[src/rtl/voice_alloc.sv]
// Polyphonic voice allocator: serially scans VOICES slots per note event, then
// commits a note-on (retrigger / free / steal-oldest) or note-off to one slot.
module voice_alloc #(
  parameter int VOICES = 4,
  parameter int IDX_W  = 2,
  parameter int AGE_W  = 4
) (
  input  logic                  clk,
  input  logic                  rst,
  input  logic                  ce,
  input  logic                  ev_valid,
  output logic                  ev_ready,
  input  logic                  ev_on,
  input  logic [6:0]            ev_note,
  input  logic [6:0]            ev_vel,
  input  logic                  all_off,
  output logic [VOICES*7-1:0]   voice_note,
  output logic [VOICES*7-1:0]   voice_vel,
  output logic [VOICES-1:0]     voice_gate,
  output logic                  stole
);

  typedef enum logic [1:0] {IDLE, SCAN, COMMIT} state_t;

  state_t             state;
  logic [IDX_W-1:0]   idx;
  logic               lat_on;
  logic [6:0]         lat_note;
  logic [6:0]         lat_vel;
  logic               match_found, free_found, oldest_found;
  logic [IDX_W-1:0]   match_idx, free_idx, oldest_idx;
  logic [AGE_W-1:0]   oldest_age;

  logic [6:0]         note_q [VOICES];
  logic [6:0]         vel_q  [VOICES];
  logic               gate_q [VOICES];
  logic [AGE_W-1:0]   age_q  [VOICES];

  logic [IDX_W-1:0]   tgt_idx;
  logic               steal;

  function automatic logic [AGE_W-1:0] age_inc(input logic [AGE_W-1:0] a);
    return (a == {AGE_W{1'b1}}) ? a : a + AGE_W'(1);
  endfunction

  assign ev_ready = (state == IDLE) && !rst;

  // Note-on target priority: retrigger matching slot, then lowest free, then steal oldest.
  always_comb begin
    steal   = !match_found && !free_found;
    tgt_idx = match_found ? match_idx : (free_found ? free_idx : oldest_idx);
  end

  always_comb begin
    voice_note = '0;
    voice_vel  = '0;
    voice_gate = '0;
    for (int i = 0; i < VOICES; i++) begin
      voice_note[7*i +: 7] = note_q[i];
      voice_vel[7*i +: 7]  = vel_q[i];
      voice_gate[i]        = gate_q[i];
    end
  end

  always_ff @(posedge clk or posedge rst) begin
    if (rst) begin
      state        <= IDLE;
      idx          <= '0;
      lat_on       <= 1'b0;
      lat_note     <= '0;
      lat_vel      <= '0;
      match_found  <= 1'b0;
      free_found   <= 1'b0;
      oldest_found <= 1'b0;
      match_idx    <= '0;
      free_idx     <= '0;
      oldest_idx   <= '0;
      oldest_age   <= '0;
      stole        <= 1'b0;
      for (int i = 0; i < VOICES; i++) begin
        note_q[i] <= '0;
        vel_q[i]  <= '0;
        gate_q[i] <= 1'b0;
        age_q[i]  <= '0;
      end
    end else if (ce) begin
      stole <= 1'b0;
      case (state)
        IDLE: begin
          if (all_off) begin
            for (int i = 0; i < VOICES; i++) begin
              gate_q[i] <= 1'b0;
              age_q[i]  <= '0;
            end
          end else if (ev_valid) begin
            lat_on       <= ev_on && (ev_vel != 7'd0);
            lat_note     <= ev_note;
            lat_vel      <= ev_vel;
            idx          <= '0;
            match_found  <= 1'b0;
            free_found   <= 1'b0;
            oldest_found <= 1'b0;
            oldest_age   <= '0;
            state        <= SCAN;
          end
        end
        SCAN: begin
          if (gate_q[idx] && (note_q[idx] == lat_note) && !match_found) begin
            match_found <= 1'b1;
            match_idx   <= idx;
          end
          if (!gate_q[idx] && !free_found) begin
            free_found <= 1'b1;
            free_idx   <= idx;
          end
          // Strict compare keeps the lowest index on an age tie.
          if (gate_q[idx] && (!oldest_found || (age_q[idx] > oldest_age))) begin
            oldest_found <= 1'b1;
            oldest_idx   <= idx;
            oldest_age   <= age_q[idx];
          end
          if (idx == IDX_W'(VOICES - 1)) state <= COMMIT;
          else                           idx   <= idx + IDX_W'(1);
        end
        COMMIT: begin
          if (lat_on) begin
            for (int i = 0; i < VOICES; i++) begin
              if (IDX_W'(i) == tgt_idx) begin
                note_q[i] <= lat_note;
                vel_q[i]  <= lat_vel;
                gate_q[i] <= 1'b1;
                age_q[i]  <= '0;
              end else if (gate_q[i]) begin
                age_q[i] <= age_inc(age_q[i]);
              end
            end
            stole <= steal;
          end else if (match_found) begin
            gate_q[match_idx] <= 1'b0;
            vel_q[match_idx]  <= '0;
            age_q[match_idx]  <= '0;
          end
          state <= IDLE;
        end
        default: state <= IDLE;
      endcase
    end
  end

endmodule

[config.mk]
export PLATFORM = sky130hd
export DESIGN_NAME = voice_alloc
export DESIGN_NICKNAME = d
export VERILOG_FILES = /design/src/rtl/voice_alloc.sv
export SDC_FILE = /design/constraint.sdc
export NUM_CORES = 1
export LEC_CHECK = 0
export CAP_MARGIN = 20
export CORE_ASPECT_RATIO = 2
export CORE_MARGIN = 2
export CORE_UTILIZATION = 50
export CTS_CLUSTER_DIAMETER = 60
export DETAILED_ROUTE_END_ITERATION = 8
export PLACE_DENSITY = 0.75
export RECOVER_POWER = 100
export SYNTH_ARGS = -nofsm -noshare
export SYNTH_HDL_FRONTEND = slang
export SYNTH_SLANG_ARGS = --single-unit
[constraint.sdc]
create_clock -name clk -period 4.75 [get_ports clk]
set_input_delay 0.95 -clock clk [delete_from_list [all_inputs] [get_ports clk]]
set_output_delay 0.95 -clock clk [all_outputs]
set_load 0.1 [all_outputs]
==> run_1/logic_types.png <==
Bar = 20 um.
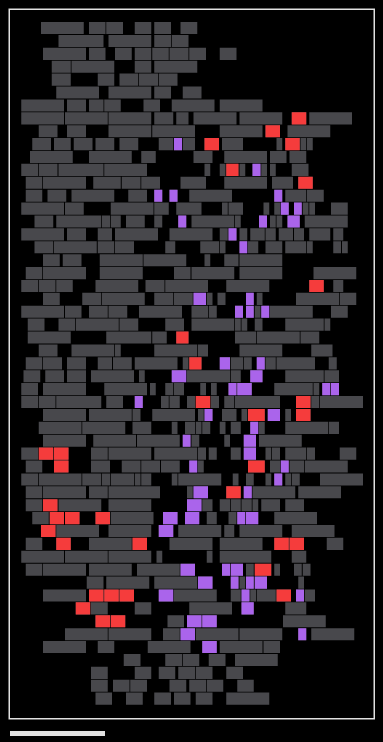
Key: red = non-inverting ao/oa cells [cells 35, where spread over the die]; purple = aoi and oai cells [cells 59]
Finished Layout Cells: 646
Comb/total area: 36.4%
most numerous logic cell after layout: dfrtp_1

==> run_1/wires.png <==
Two of the layers only.
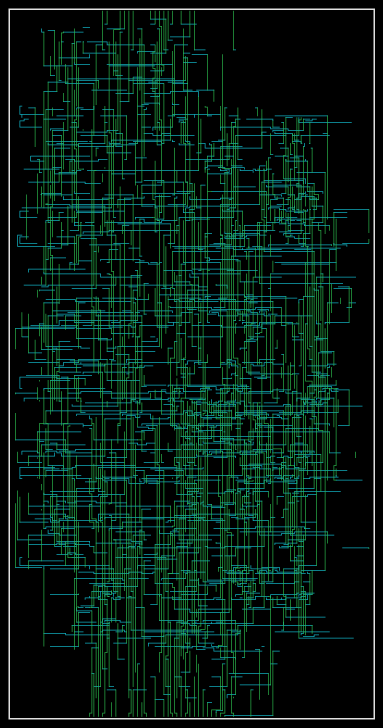
Key: green = metal 2 [wire length 7410 um]; cyan = metal 1 [wire length 4870 um]
via count: 3824
Total Routed Length: 13.1 mm
Global Route Usage Sum: 24.0%

==> run_1/flops_by_reg.png <==
Bar = 20 um. Other sequential cells in the stronger gray, the rest of the logic in the fainter gray.
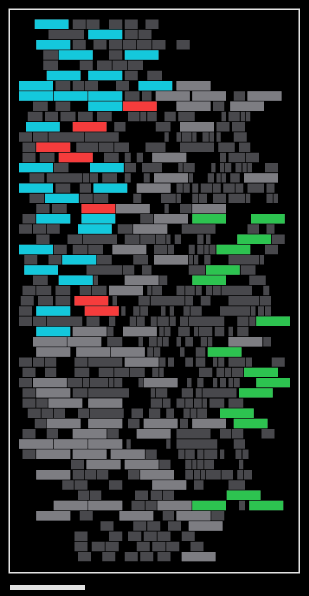
Key: red = lat_note [flops 7]; cyan = voice_note [flops 28]; green = age_q [flops 16]
Another 58 sequential cells are not colored.
post-layout util: 62.0%
FF+latch area: 2730 um^2

==> flow_summary.ini, run 1 <==
; implementation run metrics
[finish]
final_cell_mix = 109 x dfrtp_1, 63 x dlygate4sd3_1, 53 x mux2_2
drive_above_1_share_pct = 16.1
syn_to_final_growth_pct = 22.2
diodes = 0
fin_nets = 533

[synth]
syn_nets = 457
post_synth_main_logic_family = multiplexers
ys_sh_mux_pct = 18.1
aoi_share_pct = 13.0
ys_warn_count = 0
synth.cell_area_um2 = 5280
top_area_share_pct = 51.7
yosysTopAreaCell = dfrtp_1
synthTopCellsByArea = dfrtp_1 52%, mux2_2 11%, a22o_1 4.5%
synthDistinctLibCells = 52
yosys_register_bits = 109
avgSynthCellArea_um2 = 12.3
netlist_instances = 428
ys_area_um2 = 5280
ff_type = dfrtp_1
ys_async_sr_fraction_pct = 100
synthAdderAreaFrac_pct = 2.13
seq_area_frac_synth_pct = 51.7
synthXorXnorAreaFrac_pct = 1.80

[critical_path]
cp.required_ns = 3.80
r2r_start = idx[1]$_DFFE_PP0P_
path_max_fanout = 2
critPathLaunchType = primary input
r2r_slack_ns = 1.41
crit_type = primary input to output pin
crit_arrival_ns = 2.56
end_kind = output pin
r2r_cells = 8
regToRegEndpoint = oldest_age[0]$_DFFE_PP0P_

[grt]
overflow = 0
grt_max_degree = 73
grt_pass1_wl_mm = 21.3
grt_pass1_vias = 4100
antenna_found_initial = 0

[detailed_routing]
drc_errors = 0
drt-met1-wl_mm = 4.87
route.detailed.wl_per_inst_um = 20.4
drtIter0Drc = 234
dr.pass1.iters = 4
top_layer_used = met4
postRouteAntennaNets = 0
wl_met2_mm = 7.41
via_per_inst = 5.92

[clock_tree]
cts-resized-gates = 0
cts_made_buffers = 9
clockRootBuffer = clkbuf_16
clock_latency_ns = 0.35
holdBufCountCts = 0
cts.sinks = 109
cts_buffer_depth = 2
post_cts.repair.setup_buffers = 0

[floorplanning]
dieArea_um2 = 11400
fp_util_pct = 50.7
placementRows = 53
dieHeight_um = 149
core_area_um2 = 10400
die_w_um = 76.7

[hold_path]
hold_depth = 1
hold_class = flop to flop
min_from = voice_vel[27]$_DFFE_PP0P_

[timing]
tns_ns = 0
skew_ns = 0.00810
fmax_mhz = 285
fin_crit_sh_pct = 74.0
hold_viol = 0
slew-limit-headroom_pct = 23.0
grt_setup_unrepaired = false
period_minus_slack_ns = 3.51
setup_viol_count_final = 0

[placed_design]
gp_congestion = 0.900
detailed_place_hpwl_mm = 9.51
port_buffers = 81
dp_cells = 630

[job]
warnings = 26
maxCapViolations = 0

[run_status]
outcome = finished, final reports clean

[power]
ir_worst_vdd_v = 0.000494
leakage_nw = 3.05
p_per_area_nw_per_um2 = 610
==> run 1: flip-flops by register name (all words and copies together) (netlist names) <==
signal	flops
age_q	16
free_idx	2
oldest_age	4
stole	1
lat_vel	7
voice_note	28
oldest_found	1
oldest_idx	2
voice_vel	28
match_idx	2
state	2
lat_on	1
idx	2
match_found	1
free_found	1
lat_note	7
voice_gate	4
==> run 1: cells by family (layout without fill, tap and decap cells) <==
group / after synthesis / after routing
buffers and inverters: 33 / 114
flip-flops: 109 / 109
adder cells (fa/ha/maj): 9 / 9
AND/OR/NAND/NOR: 100 / 100
XOR/XNOR: 10 / 10
AND-OR/OR-AND: 94 / 94
multiplexers: 73 / 73
==> run 1: cells in the mapped netlist (3+ instances only) <==
cell type  instances
a21oi_1           10
a22o_1            27
a311o_1            3
and3_1             3
buf_2              5
clkbuf_1           7
clkbuf_8           4
dfrtp_1          109
ha_1               9
inv_1             13
mux2_2            53
mux2i_1            8
mux4_1             6
mux4_2             4
nand2_1           29
nand2b_1           3
nand3_1           17
nor2_1            10
nor2b_1           13
nor3_1            11
o21ai_0           22
o21bai_1           5
o2bb2ai_1         12
xnor2_1            8
==> run 1: per-stage QoR <==
step / instance area, um^2 / hold WS [ns] / power (mW)
2_1_floorplan: 5280 / 0.461 / 2.77
3_3_place_gp: 6150 / 0.482 / 3.14
3_5_place_dp: 6150 / 0.481 / 3.17
4_1_cts: 6480 / 0.498 / 4.00
5_1_grt: 6450 / 0.509 / 4.09
6_report: 6450 / 0.493 / 3.94
==> run 1: routing by layer <==
layer	GRT usage, %	vias to the layer above
li1	-	1735
met1	26.2	1954
met2	45.0	108
met3	4.06	27
met4	10.7	0
met5	0	-
==> run 1: final cells by class <==
cell class | count | area [um^2]
Sequential cell | 109 | 2730
Fill cell | 840 | 3960
Inverter | 13 | 51.3
Tap cell | 137 | 171
Timing Repair Buffer | 85 | 820
Clock inverter | 6 | 93.8
Clock buffer | 10 | 239
Multi-Input combinational cell | 286 | 2350
==> run 1: power breakdown <==
| group | total (mW) | internal (mW) | switching, mW | leakage, nW |
|---|---|---|---|---|
| registers | 1.43 | 1.14 | 0.291 | 1.47 |
| logic | 1.68 | 0.491 | 1.19 | 1.41 |
| clock network | 0.828 | 0.482 | 0.346 | 0.165 |
| total | 3.94 | 2.11 | 1.82 | 3.05 |
==> run 1: worst max-delay path, stage by stage <==
cell	delay, ns
dlygate4sd3_1	0.59
nor3_1	0.14
clkbuf_1	0.88
==> run 1: worst max-delay path by stage <==
stage | cells past startpoint | startpoint | to
final | 3 | rst | ev_ready
after floorplan | 1 | rst | ev_ready
after global routing | 8 | idx[1]$_DFFE_PP0P_ | oldest_age[0]$_DFFE_PP0P_
after detailed placement | 5 | ce | idx[0]$_DFFE_PP0P_
after global placement | 5 | ce | idx[0]$_DFFE_PP0P_
after CTS | 5 | ce | idx[0]$_DFFE_PP0P_
==> run_1/clocks.png <==
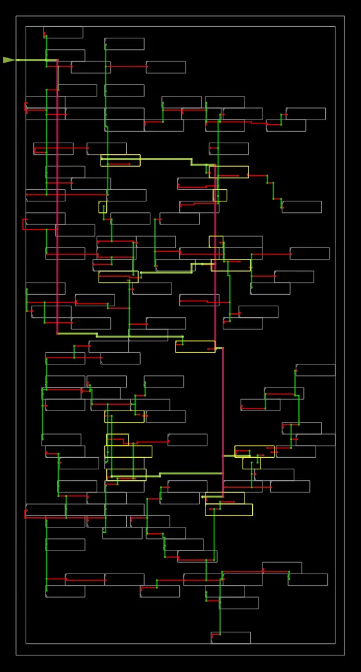

==> inputs of run 2 (changes only) <==
--- a/config.mk
+++ b/config.mk
@@ -8,10 +8,10 @@
 export CAP_MARGIN = 20
 export CORE_ASPECT_RATIO = 2
 export CORE_MARGIN = 2
-export CORE_UTILIZATION = 50
+export CORE_UTILIZATION = 49
 export CTS_CLUSTER_DIAMETER = 60
 export DETAILED_ROUTE_END_ITERATION = 8
-export PLACE_DENSITY = 0.75
+export PLACE_DENSITY = 0.77
 export RECOVER_POWER = 100
 export SYNTH_ARGS = -nofsm -noshare
 export SYNTH_HDL_FRONTEND = slang
==> constraint.sdc (replaced) <==
create_clock -name clk -period 3.15 [get_ports clk]
set_input_delay 0.63 -clock clk [delete_from_list [all_inputs] [get_ports clk]]
set_output_delay 0.63 -clock clk [all_outputs]
set_load 0.1 [all_outputs]
==> run_2/clocks.png <==
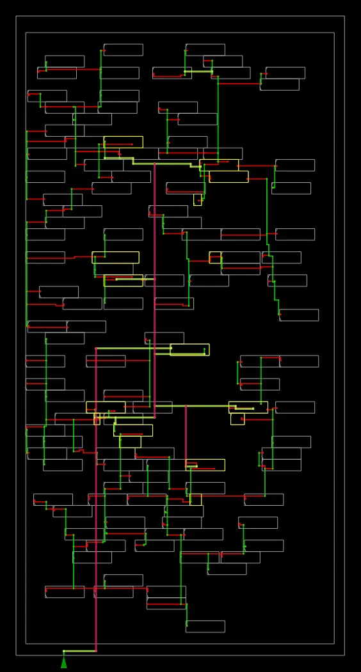
clk pwr: 1.15 mW
number of clock sinks: 109
Worst Skew: 0.00649 ns
CLK BUF: 11
Flop Count: 109

==> run_2/flops_by_reg.png <==
Bar = 20 um. Other sequential cells in the stronger gray, the rest of the logic in the fainter gray.
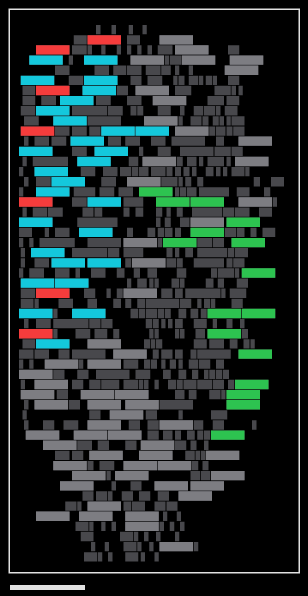
Key: cyan = voice_note [flops 28]; red = lat_note [flops 7]; green = age_q [flops 16, where east]
Another 58 sequential cells are not colored.
P_seq: 2.11 mW
flop share of the area: 44.8%
post-layout util: 58.1%

==> flow_summary.ini, run 2 <==
; implementation run metrics
[power]
power_mw = 5.75
leakage_nw = 2.71
p_per_area_nw_per_um2 = 944
ir_worst_vdd_v = 0.000600

[grt]
overflow = 0
grt_max_degree = 67
grt_pass1_vias = 4127
grt_use_total_pct = 24.1
antenna_found_initial = 0
grt_use_met1_pct = 25.4

[clock_tree]
cts_buffer_depth = 2
cts_made_buffers = 9
clockRootBuffer = clkbuf_16

[timing]
period_minus_slack_ns = 2.83
tns_ns = 0
grt_setup_unrepaired = false
hold_viol = 0
drv_slew = 67

[critical_path]
crit_type = flop to flop
end_kind = flop
crit_buf_inv = 0
r2r_slack_ns = 0.32
slowest_delay_ns = 0.79
cp_slowest_cell = dfrtp_1
path_max_fanout = 13

[synth]
ff_type = dfrtp_1
syn_nets = 457
synth.most_common_cell = dfrtp_1
yosys_register_bits = 109
yosysTopAreaCell = dfrtp_1
netlist_instances = 428
top_area_share_pct = 51.7
avgSynthCellArea_um2 = 12.3
synth.cell_area_um2 = 5280
common_cells = 109 x dfrtp_1, 53 x mux2_2, 29 x nand2_1, 27 x a22o_1, 22 x o21ai_0

[floorplanning]
dieHeight_um = 151
fp_util_pct = 50.4
placementRows = 53
core_area_um2 = 10500

[finish]
diodes = 0
final_cell_mix = 109 x dfrtp_1, 67 x clkbuf_1, 53 x mux2_2
postLayoutCellArea_um2 = 6080
layout_top_cell = dfrtp_1

[detailed_routing]
vias = 3901
dr.pass1.iters = 4
drc_errors = 0
postRouteAntennaNets = 0

[run_status]
outcome = finished with violations
violations = max-capacitance violations, max-slew violations

[job]
maxCapViolations = 1
run 2: cell counts after synthesis:
Identical to the previous run, type by type.
run 2: worst paths after layout:
kind | from | endpoint | cells after the start
worst max register to register | idx[0]$_DFFE_PP0P_ | oldest_age[0]$_DFFE_PP0P_ | 8
min in group asynchronous | rst | oldest_age[2]$_DFFE_PP0P_ | 2
max in group asynchronous | rst | match_found$_DFFE_PP0P_ | 3
worst min register to register | oldest_found$_DFFE_PP0P_ | oldest_found$_DFFE_PP0P_ | 2
worst min-delay path | oldest_found$_DFFE_PP0P_ | oldest_found$_DFFE_PP0P_ | 2
worst max-delay path | idx[0]$_DFFE_PP0P_ | oldest_age[0]$_DFFE_PP0P_ | 8
run 2: power by group:
group | total (mW) | internal, mW | switching [mW] | leakage [nW]
logic | 2.48 | 0.615 | 1.86 | 1.10
clock network | 1.15 | 0.641 | 0.513 | 0.142
registers | 2.11 | 1.72 | 0.395 | 1.47
run 2: cell type report:
type / count / area (um^2)
fillers: 979 / 4390
flip-flops and latches: 109 / 2730
multi-input cells: 286 / 2350
repair buffers: 92 / 483
clock buffers: 11 / 243
well taps: 137 / 171
clock inverters: 5 / 58.8
inverters: 13 / 50.0
run 2: worst register-to-register path, delay by kind of cell (launching register included):
kind	cells	cell delay, ns
compound gates	4	0.92
flops	1	0.79
mux	2	0.58
fa+ha+maj	1	0.30
simple gates	1	0.13
run 2: kinds of logic (layout without fill, tap and decap cells):
logic type,count (synthesis),count (layout),synth area share (%)
mux,73,73,18.1
flops,109,109,51.7
fa+ha+maj,9,9,2.13
buf+inv,33,121,3.65
simple gates,100,100,9.72
xor+xnor,10,10,1.80
compound gates,94,94,13.0
run 2: layer usage:
metal	vias to the layer above	share of wire [%]
met5	-	0
met4	0	3.6
met3	33	3.5
met2	123	57
met1	1991	36
li1	1754	-
run 2: stage by stage:
| stage | instances | hold WS [ns] |
|---|---|---|
| after CTS | 653 | 0.504 |
| after global routing | 653 | 0.516 |
| final | 653 | 0.500 |
| after floorplan | 428 | 0.461 |
| after detailed placement | 637 | 0.483 |
| after global placement | 637 | 0.483 |
==> run_2/io_placement.png <==
Pins as bars across the die edge, other pins in gray.
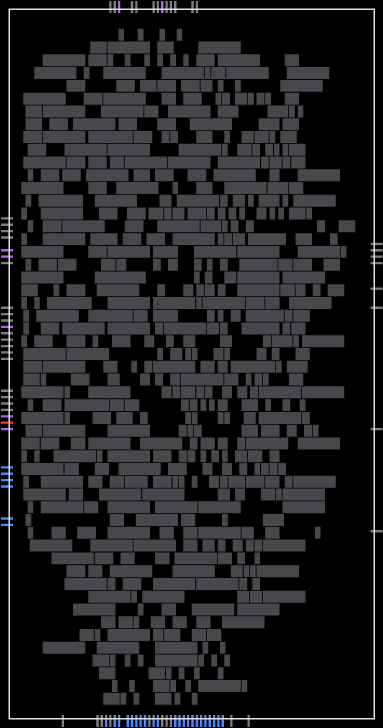

==> inputs of run 3 (changes only) <==
--- a/config.mk
+++ b/config.mk
@@ -8,10 +8,11 @@
 export CAP_MARGIN = 20
 export CORE_ASPECT_RATIO = 2
 export CORE_MARGIN = 2
-export CORE_UTILIZATION = 49
+export CORE_UTILIZATION = 50
 export CTS_CLUSTER_DIAMETER = 60
 export DETAILED_ROUTE_END_ITERATION = 8
-export PLACE_DENSITY = 0.77
+export DONT_BUFFER_PORTS = 1
+export PLACE_DENSITY = 0.68
 export RECOVER_POWER = 100
 export SYNTH_ARGS = -nofsm -noshare
 export SYNTH_HDL_FRONTEND = slang
==> run_3/io_placement.png <==
Pins as bars across the die edge, other pins in gray.
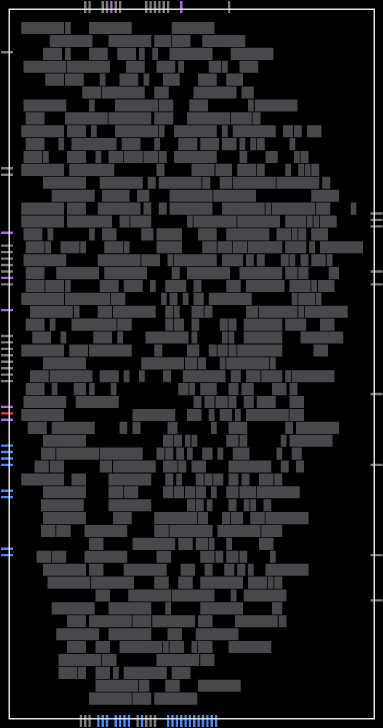
Key: blue = voice_vel [pins 28, direction output, edge 20 south, 8 west]; red = ev_on [pins 1, direction input, edge west]; purple = ev_note [pins 7, direction input, edge 5 west, 2 north]
All pins by edge: 31 west, 27 south, 15 north, 9 east.
chip height: 149 um
port bufs: 0
chip width: 76.7 um

==> flow_summary.ini, run 3 <==
; implementation run metrics
[run_status]
outcome = finished with violations
violations = max-capacitance violations, max-slew violations

[timing]
skew_ns = 0.00594
setup_viol_count_final = 0
drv_slew = 43
slew-limit-headroom_pct = -54.6
period_minus_slack_ns = 2.76
hold_viol = 0
fin_crit_sh_pct = 87.6
grt_setup_unrepaired = false

[grt]
grt_pass1_vias = 3960
globalRouteMet3Util_pct = 5.51
grt_use_met1_pct = 23.8
grt_max_degree = 54
antenna_found_initial = 0
grt_use_total_pct = 23.5
overflow = 0
busiest_layer = met2

[detailed_routing]
via_per_inst = 6.07
vias = 3662
drtIter0Drc = 220
drc_errors = 0
wl_mm = 12.8

[critical_path]
end_kind = flop
cp_slowest_cell = o21ai_0
crit_chain = mux2i_1 -> o21ai_0 -> nand2b_1 -> o21ai_0 -> nand3_1 -> a22o_1
path_max_fanout = 9
crit_arrival_ns = 2.99
path_common_cell = o21ai_0
critPathLaunchType = flop
slowest_delay_ns = 0.80

[floorplanning]
placementRows = 53
dieArea_um2 = 11400
core_area_um2 = 10400
fp_util_pct = 50.7

[synth]
synthTopCellsByArea = dfrtp_1 52%, mux2_2 11%, a22o_1 4.5%
common_cells = 109 x dfrtp_1, 53 x mux2_2, 29 x nand2_1, 27 x a22o_1, 22 x o21ai_0
top_area_share_pct = 51.7
netlist_instances = 428
yosysTopAreaCell = dfrtp_1
ff_type = dfrtp_1
synth.most_common_cell = dfrtp_1
ys_warn_count = 0
yosys_register_bits = 109
ys_area_um2 = 5280
ys_async_sr_fraction_pct = 100
seq_area_frac_synth_pct = 51.7
syn_nets = 457
synth.cell_area_um2 = 5280

[clock_tree]
cts.sinks = 109
cts_buffer_depth = 2
clock_latency_ns = 0.35
cts_made_buffers = 9

[power]
switching_share_pct = 49.0
ir_worst_vdd_v = 0.000688
share_comb_of_total_power_pct = 32.9
p_int_mw = 2.85
p_per_area_nw_per_um2 = 965
seqPwrFrac_pct = 47.6
clock_power_share_pct = 19.5

[finish]
fin_nets = 491
utilization_pct = 55.6
fillers = 930
diodes = 0
layout_top_cell = dfrtp_1
final_cell_mix = 109 x dfrtp_1, 53 x mux2_2, 37 x clkbuf_1
syn_to_final_growth_pct = 9.67

[placed_design]
placed_area_um2 = 5660
detailed_place_hpwl_mm = 9.60

[job]
warnings = 26
maxCapViolations = 1

[hold_path]
hold_class = primary input to asynchronous set/reset pin
==> run_3/logic_types.png <==
Bar = 20 um.
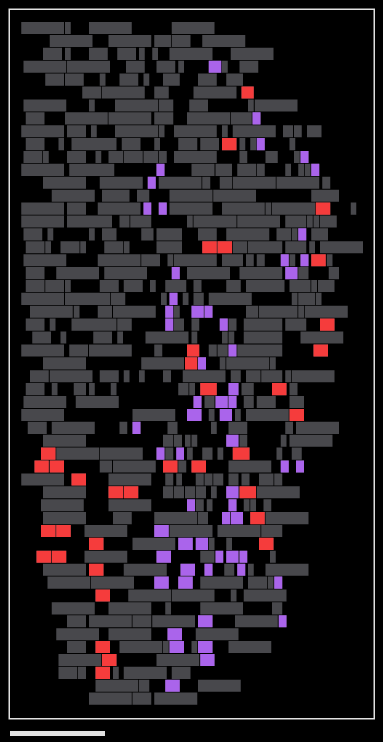
Key: purple = aoi and oai cells [cells 59]; red = non-inverting ao/oa cells [cells 35]
Comb/total area: 40.8%
Finished Layout Cells: 603

run 3: final timing paths:
check                                                from                          to  slack (ns)  depth (start not counted)
worst max-delay path               free_found$_DFFE_PP0P_   voice_vel[22]$_DFFE_PP0P_        0.39                          6
worst min-delay path                                  rst    oldest_found$_DFFE_PP0P_        0.01                          1
worst max register to register     free_found$_DFFE_PP0P_   voice_vel[22]$_DFFE_PP0P_        0.39                          6
worst min register to register  oldest_age[2]$_DFFE_PP0P_   oldest_age[2]$_DFFE_PP0P_        0.51                          1
max in group asynchronous                             rst  voice_note[15]$_DFFE_PP0P_        0.77                          2
min in group clk                                       ce        state[1]$_DFFE_PP0P_        0.38                          1
run 3: power by group through the flow:
| stage | Combinational (mW) | Sequential, mW | Clock [mW] |
|---|---|---|---|
| 2_1_floorplan | 1.01 | 3.16 | 0 |
| 3_3_place_gp | 1.90 | 2.67 | 0 |
| 3_5_place_dp | 1.93 | 2.68 | 0 |
| 4_1_cts | 1.93 | 2.66 | 1.10 |
| 5_1_grt | 1.95 | 2.71 | 1.16 |
| 6_report | 1.84 | 2.66 | 1.09 |
run 3: metal layers:
metal / share of wire [%] / vias up / wire [um]
met5: 0 / - / 0
met4: 4.3 / 0 / 548
met3: 5.8 / 40 / 740
met2: 55 / 113 / 7070
met1: 35 / 1850 / 4440
li1: - / 1659 / -
run 3: cells by family (layout without fill, tap and decap cells):
| kind of cell | count (synthesis) | count (layout) | synth area share, % |
|---|---|---|---|
| adders and majority gates | 9 | 9 | 2.13 |
| buffers and inverters | 33 | 71 | 3.65 |
| muxes | 73 | 73 | 18.1 |
| and+or+nand+nor | 100 | 100 | 9.72 |
| xor gates and xnor gates | 10 | 10 | 1.80 |
| AOI/OAI and AO/OA | 94 | 94 | 13.0 |
| DFF | 109 | 109 | 51.7 |
run 3: final cells by class:
class / count / area [um^2] / area share [%]
sequential: 109 / 2730 / 47.1
multi-input combinational: 286 / 2360 / 40.8
clock buffer: 10 / 239 / 4.13
timing repair buffer: 43 / 194 / 3.35
tap: 137 / 171 / 2.96
inverter: 13 / 50.0 / 0.864
clock inverter: 5 / 45.0 / 0.778
run 3: through the flow:
step	total power, mW	cells	worst slack [ns]	hold WS [ns]
after CTS	5.70	602	0.496	0.376
final	5.59	603	0.391	0.0132
after global placement	4.57	587	0.610	0.483
after global routing	5.81	603	0.200	0.00468
after floorplan	4.18	428	0.552	0.461
after detailed placement	4.62	587	0.504	0.492
run 3: worst max-delay path: cells and delay by family (launching register included):
| family | cells | cell delay (ns) |
|---|---|---|
| compound gates | 3 | 1.32 |
| flops | 1 | 0.45 |
| simple gates | 2 | 0.65 |
| mux | 1 | 0.22 |
No activity file was given, so power comes from the tool's default toggle rates.
